File: config.mk
export PLATFORM = sky130hd
export DESIGN_NAME = req_ack_arbiter
export DESIGN_NICKNAME = d
export VERILOG_FILES = /design/src/rtl/req_ack_pkg.sv /design/src/rtl/req_ack_arbiter_rr.sv /design/src/rtl/req_ack_arbiter.sv
export SDC_FILE = /design/constraint.sdc
export NUM_CORES = 1
export LEC_CHECK = 0
export CORE_MARGIN = 2
export CORE_UTILIZATION = 38
export CTS_CLUSTER_SIZE = 24
export DETAILED_ROUTE_END_ITERATION = 8
export GPL_ROUTABILITY_DRIVEN = 0
export PLACE_DENSITY = 0.65
export SETUP_SLACK_MARGIN = 0.05
export SYNTH_ARGS = -nofsm -noshare
export SYNTH_HDL_FRONTEND = slang
export SYNTH_HIERARCHICAL = 1
export SYNTH_SLANG_ARGS = --single-unit
File: constraint.sdc
create_clock -name clk -period 2.6 [get_ports clk]
set_input_delay 0.78 -clock clk [delete_from_list [all_inputs] [get_ports clk]]
set_output_delay 0.78 -clock clk [all_outputs]
set_load 0.05 [all_outputs]
File: src/rtl/req_ack_pkg.sv
// Shared types and defaults for the round-robin req/ack arbiter.
package req_ack_pkg;

    localparam int DEF_N_REQ   = 4;
    localparam int DEF_TIMEOUT = 8;

    typedef enum logic [1:0] {
        IDLE  = 2'd0,
        ISSUE = 2'd1,
        WAIT  = 2'd2,
        DONE  = 2'd3
    } state_t;

endpackage

File: src/rtl/req_ack_arbiter_rr.sv
// Combinational round-robin picker: first set request at or after ptr,
// wrapping from N_REQ-1 back to 0.
module rr_arbiter #(
    parameter int N_REQ = 4,
    parameter int ID_W  = $clog2(N_REQ)
) (
    input  logic [N_REQ-1:0] req,
    input  logic [ID_W-1:0]  ptr,
    output logic [ID_W-1:0]  grant,
    output logic             valid
);

    localparam logic [ID_W:0] N_EXT = (ID_W+1)'(N_REQ);

    // idx[k] is the requester index examined at priority k (k=0 is ptr itself)
    logic [ID_W-1:0] idx [N_REQ];

    genvar gi;
    generate
        for (gi = 0; gi < N_REQ; gi++) begin : g_idx
            logic [ID_W:0] sum;
            assign sum     = {1'b0, ptr} + (ID_W+1)'(gi);
            assign idx[gi] = (sum >= N_EXT) ? ID_W'(sum - N_EXT) : ID_W'(sum);
        end
    endgenerate

    // Scan in priority order and keep the first hit.
    always_comb begin
        grant = '0;
        valid = 1'b0;
        for (int i = 0; i < N_REQ; i++) begin
            if (!valid && req[idx[i]]) begin
                grant = idx[i];
                valid = 1'b1;
            end
        end
    end

endmodule

File: src/rtl/req_ack_arbiter.sv
// Shares one downstream req/ack target among N_REQ requesters. Each grant
// issues one dn_req pulse, waits for dn_ack (or times out), then returns a
// done/err pulse to the owner. Acks outside the wait window are flagged.
module req_ack_arbiter
    import req_ack_pkg::*;
#(
    parameter int N_REQ   = DEF_N_REQ,
    parameter int TIMEOUT = DEF_TIMEOUT,
    parameter int ID_W    = $clog2(N_REQ)
) (
    input  logic             clk,
    input  logic             rst_n,
    input  logic [N_REQ-1:0] up_req,
    output logic [N_REQ-1:0] up_done,
    output logic             up_err,
    output logic             dn_req,
    input  logic             dn_ack,
    output logic             busy,
    output logic [ID_W-1:0]  owner,
    output logic             spurious_ack
);

    localparam int CNT_W = $clog2(TIMEOUT + 1);

    state_t          state_reg, state_next;
    logic [ID_W-1:0] owner_reg, owner_next;
    logic [ID_W-1:0] ptr_reg,   ptr_next;
    logic [CNT_W-1:0] cnt_reg,  cnt_next;
    logic            err_reg,   err_next;
    logic            spur_reg,  spur_next;

    logic [ID_W-1:0] arb_grant;
    logic            arb_valid;

    rr_arbiter #(
        .N_REQ (N_REQ),
        .ID_W  (ID_W)
    ) u_rr (
        .req   (up_req),
        .ptr   (ptr_reg),
        .grant (arb_grant),
        .valid (arb_valid)
    );

    // State and datapath registers; reset abandons any transaction silently.
    always_ff @(posedge clk or negedge rst_n) begin
        if (!rst_n) begin
            state_reg <= IDLE;
            owner_reg <= '0;
            ptr_reg   <= '0;
            cnt_reg   <= '0;
            err_reg   <= 1'b0;
            spur_reg  <= 1'b0;
        end else begin
            state_reg <= state_next;
            owner_reg <= owner_next;
            ptr_reg   <= ptr_next;
            cnt_reg   <= cnt_next;
            err_reg   <= err_next;
            spur_reg  <= spur_next;
        end
    end

    // Next-state and output decode; outputs depend on state only, so they
    // are all zero while reset holds the machine in IDLE.
    always_comb begin
        state_next = state_reg;
        owner_next = owner_reg;
        ptr_next   = ptr_reg;
        cnt_next   = cnt_reg;
        err_next   = err_reg;
        // Any ack seen outside the wait window is a protocol violation.
        spur_next  = spur_reg | (dn_ack && (state_reg != WAIT));
        dn_req     = 1'b0;
        up_done    = '0;
        up_err     = 1'b0;
        busy       = (state_reg != IDLE);

        case (state_reg)
            IDLE: begin
                if (arb_valid) begin
                    owner_next = arb_grant;
                    state_next = ISSUE;
                end
            end
            ISSUE: begin
                dn_req     = 1'b1;
                cnt_next   = CNT_W'(1);
                state_next = WAIT;
            end
            WAIT: begin
                if (dn_ack) begin
                    err_next   = 1'b0;
                    state_next = DONE;
                end else if (cnt_reg == CNT_W'(TIMEOUT)) begin
                    // Counter stops here, so it never wraps.
                    err_next   = 1'b1;
                    state_next = DONE;
                end else begin
                    cnt_next = cnt_reg + 1'b1;
                end
            end
            DONE: begin
                up_done[owner_reg] = 1'b1;
                up_err             = err_reg;
                ptr_next   = (owner_reg == ID_W'(N_REQ - 1)) ? '0 : owner_reg + 1'b1;
                state_next = IDLE;
            end
            default: state_next = IDLE;
        endcase
    end

    assign owner        = owner_reg;
    assign spurious_ack = spur_reg;

endmodule

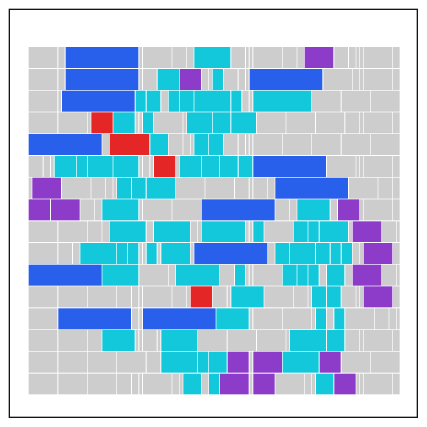
**Above:** run 1 (cells colored by class).
(8 px per micron) Fill, decap, tap and diode cells in gray.
- red: clock drivers and dummy loads (cells 4; share of their area 3.6%)
- cyan: remaining logic cells (cells 72; share of their area 53%)
- blue: registers (cells 12; share of their area 30%)
- purple: remaining buffers and delay cells (cells 16; share of their area 14%)

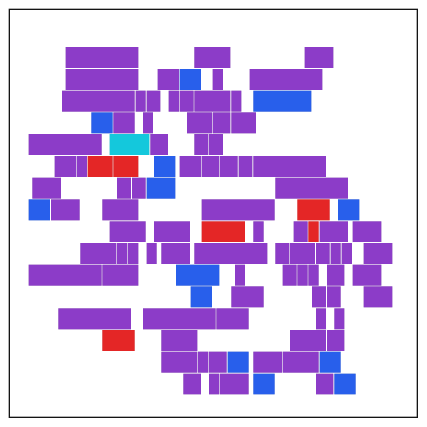
**Above:** run 1 (cells by drive strength).
(8 px per micron)
- blue: x3 and x4 (cells 13)
- purple: x1 and smaller (cells 84)
- cyan: x6 and larger (cells 1)
- red: x2 (cells 6)

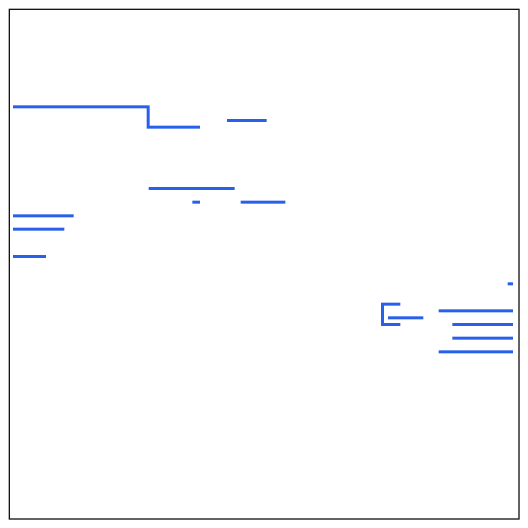
**Above:** run 1 (M3 wires).
(10 px per micron)
- wire length on this layer: 84.8 microns
- nets with wire on the layer: 14
- longest straight run: 13.3 microns

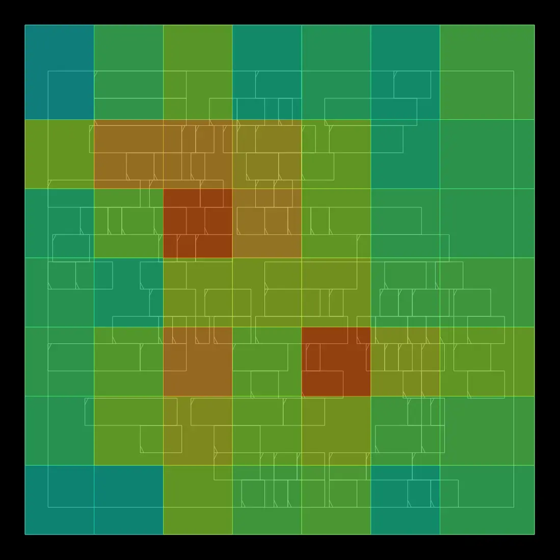
**Above:** run 1 (routing congestion).
met2 Use GR: 19.7%
Finished Core Util: 51.7%
detailed-route wire length per cell: 12.0 microns

[run 1: path summary, 6_finish.rpt]
| path | startpoint | to | slack, ps | depth (start not counted) |
|---|---|---|---|---|
| setup / recovery | owner[0] | owner[0] | 260 | 1 |
| hold / removal | spurious_ack | spurious_ack | 470 | 1 |
| setup reg to reg | state_reg[0] | state_reg[1] | 1040 | 5 |
| hold reg to reg | spurious_ack | spurious_ack | 470 | 1 |
| max in group asynchronous | rst_n | cnt_reg[0] | 1400 | 1 |
| min in group asynchronous | rst_n | cnt_reg[3] | 850 | 1 |
[run 1: cell usage in the layout (no fill, tap or decap), drive strengths merged, types with 5 or more instances in the layout]
master,n
mux2,5
dfrtp,12
a21oi,6
buf,7
clkdlybuf4s50,9
inv,14
ha,11
nand3,5
and2,5
[run 1: power groups by stage]
stage | combinational [mW] | sequential [mW] | clock [mW]
after global placement | 0.675 | 0.346 | 0
after floorplan | 0.469 | 0.383 | 0
after global routing | 0.741 | 0.360 | 0.167
final | 0.681 | 0.348 | 0.148
after detailed placement | 0.689 | 0.353 | 0
after CTS | 0.692 | 0.348 | 0.155
[run 1: routing by layer]
layer	wire [microns]	part of all wire, %
met1	812	52
met2	665	42
met3	84	5.4
met4	7	0.45
met5	0	0
[run 1: metrics by stage]
| stage | total power [mW] | instances | worst slack, ps | utilization, % |
|---|---|---|---|---|
| 2_1_floorplan | 0.852 | 84 | 481 | - |
| 3_3_place_gp | 1.02 | 127 | 491 | 49.9 |
| 3_5_place_dp | 1.04 | 127 | 470 | 49.9 |
| 4_1_cts | 1.20 | 131 | 237 | 51.7 |
| 5_1_grt | 1.27 | 131 | 206 | 51.7 |
| 6_report | 1.18 | 131 | 258 | 51.7 |
==> run summary, run 1 <==
Notes on the flow run.

- The run finished with clean final reports.
- The share of final layout cell area taken by non-clock buffers is 13.6%, for reference.
- Summing all placed instances gives a cell area of roughly 1000 sq um.
- The type of the most critical hold path is reg2reg, for reference.
- The tally of filler cells in the layout is 182, for reference.
- The number of vias in the routed layout is 644, for reference.
- The layout multi-input combinational cell count is between 50 and 60, for reference.
- In this run the standard cell core region covers 2020 sq um.
- The report lists the power per cell area as around 1100 nW/um^2.
- The count of sequential standard cells is 12, for reference.
- The tally of buffers added on design ports is 16, for reference.
- The design internal power is approximately 0.63 mW, for reference.
- The global routing usage on met3 is around 4.4%, for reference.
- TritonCTS built the clock tree.
- Among all stages on the critical path, the maximum delay recorded is 840 ps.
- The layer with the highest usage after global routing is met2, for reference.
- The layout overhead on the synthesized area is 25.5%, for reference.
- The number of gates resized after cts is 0, for reference.
- The die area is ~2600 sq um, for reference.
- The net count after synthesis is between 100 and 150.
- In the synthesized netlist, the cells that appear most often are inv_1 (13), dfrtp_1 (12), ha_1 (11).
- The logic area is ~480 sq um, for reference.
- The kind of end point of the critical path is an output port, for reference.
- For this run, the top clock speed supported by timing is between 400 and 500 MHz.
- The register share of total power is roughly 30%, for reference.
- The top-area cell type share of the netlist area is 36.0%, for reference.
- The actual transition at the worst max-transition pin is 528 ps, for reference.
- The floorplan step records an initial core utilization of between 40% and 50%.
- Summed over all nets, the half-perimeter wirelength after detailed placement is roughly 1.3 mm.
- During I/O placement, the number of pins put on the boundary was 17.
- The worst setup path is launched from a register.
- The clock network is responsible for between 10% and 20% of the overall power.
- The number of antenna violations at the first check in global routing came to 0.
- The total net switching power is approximately 0.55 mW, for reference.
- After synthesis, the chip area reported by Yosys is around 830 sq um.
- The worst setup path is of the reg2out kind.
==> inputs of run 2 (changes only) <==
- CORE_MARGIN: 2 -> 5
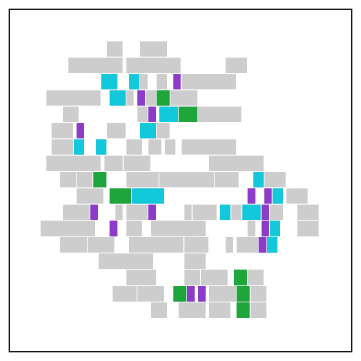
**Above:** run 2 (selected gate families).
(6 px per micron)
- cyan: aoi and oai cells (cells 14; most used a21oi_1)
- green: and/or cells (cells 8; most used and2_1)
- purple: inv cells (cells 14; most used inv_1)

==> run 2 against run 1 <==
  * Highest routed layer unchanged
  * Clock power rose by 3%
  * Critical endpoint unchanged
  * Design area grew 0.12%
  * Largest power group unchanged
  * Flip-flop count did not move
  * Routed wire length fell by 0.38%
==> run summary, run 2 <==
Notes on the flow run.

- For this run, the chip area from Yosys synthesis comes to 833 sq um.
- Counting instances, the worst hold path has a depth of 1.
- The report puts the cell count of the worst reg-to-reg path at 5.
- The flow ran to the end, and the final reports show no timing, DRC or antenna violations.
- The launching point of the worst reg2reg path is state_reg[0], for reference.
- The tightest min-delay check is of the reg2reg type.
- TritonCTS built the clock tree.
- The number of clock buffers added by TritonCTS is 3.
- The initial cell density of the core is between 30% and 40%, for reference.
- The number of gates resized after cts is 0, for reference.
- Per the timing report, the most critical flop-to-flop path finishes at state_reg[1].
- The area growth from synthesis to layout is 25.7%.
- The area of the core region is ~2100 sq um, for reference.
- The top cell type in the final layout, fill and taps aside, is inv_1.
- TritonRoute output was used to compute an average wire per cell of 11.8 microns.
- The tally of buffers added on design ports is 16, for reference.
- The start point of the worst hold path is spurious_ack, for reference.
- At floorplan, the net count of the design was reported as between 100 and 150.
- The static leakage is about 0.54 nW, for reference.
- The worst hold path endpoint is spurious_ack, for reference.
- The worst setup path is of the reg2out kind.
- The maximum clock frequency is between 400 and 500 MHz, for reference.
- The reg2reg setup slack is 1010 ps, for reference.
- The power density normalized to cell area is roughly 1100 nW/um^2, for reference.
- The minimum setup slack in the final design is between 200 and 300 ps, for reference.
- Counting instances in the post-synthesis netlist gives the leading cell types as inv_1 (13), dfrtp_1 (12), ha_1 (11).
- The largest stage delay on the critical path is 830 ps, for reference.
- The overall die size recorded for this design is 3230 sq um.
- STA classifies the critical path startpoint as a register.
- Per the post-place timing report, worst setup slack is ~470 ps.
- For the pin with the worst max-slew slack, the measured transition is about 520 ps.
- Summed over its instances, the top area cell type makes up between 30 and 40% of the synthesized netlist area.
- The HPWL after detailed placement is approximately 1.2 mm.
- The worst setup path is captured at an output port.
- The final worst-path cycle share is 89.5%, for reference.
- Pin placement for this block handled 17 I/O pins.
- The number of antenna violations at the first check in global routing is 0, for reference.
- The most common logic cells in the final layout are inv_1 (13), dfrtp_1 (12), ha_1 (11).
## run 2: worst max path at each step
stage | startpoint | end | slack (ps) | depth (start not counted)
floorplan | owner[0] | up_done[3] | 480 | 2
global placement | up_req[0] | state_reg[1] | 490 | 5
detailed placement | dn_ack | state_reg[1] | 470 | 4
CTS | owner[0] | owner[0] | 270 | 1
global route | owner[0] | owner[0] | 210 | 1
finish | owner[0] | owner[0] | 270 | 1
## run 2: area by class of cell
cell class                 instances  area, sq um
fill                             200         1100
multi-input combinational         58          480
sequential                        12          300
timing repair buffer              16          143
inverter                          14         52.6
clock buffer                       4         36.3
tap                               28         35.0
## run 2: power breakdown
part | total [mW] | switching (mW) | internal, mW
sequential | 0.345 | 0.0843 | 0.261
combinational | 0.679 | 0.397 | 0.281
clock | 0.153 | 0.0674 | 0.0854
total | 1.18 | 0.549 | 0.628
## run 2: layer usage
metal | vias up | GRT usage (%) | wire [microns] | part of all wire, %
li1 | 329 | - | - | -
met1 | 292 | 14.9 | 769 | 49
met2 | 12 | 17.3 | 683 | 44
met3 | 5 | 2.30 | 70 | 4.5
met4 | 0 | 6.95 | 41 | 2.6
met5 | - | 0 | 0 | 0
## run 2: metrics by stage
step | cell area (sq um) | util (%) | std cells
after CTS | 1050 | 48.7 | 132
final | 1050 | 48.7 | 132
after global placement | 1010 | 47.1 | 128
after floorplan | 833 | - | 84
after global routing | 1050 | 48.7 | 132
after detailed placement | 1010 | 47.1 | 128
## run 2: cells by family after synthesis
group                      share of synthesized area [%]
and+or+nand+nor                                     19.2
AOI/OAI and AO/OA                                   13.5
buffers and inverters                               6.31
DFF                                                 36.0
adders and majority gates                           16.5
muxes                                               8.41
Power is estimated from default activity; no workload was simulated.
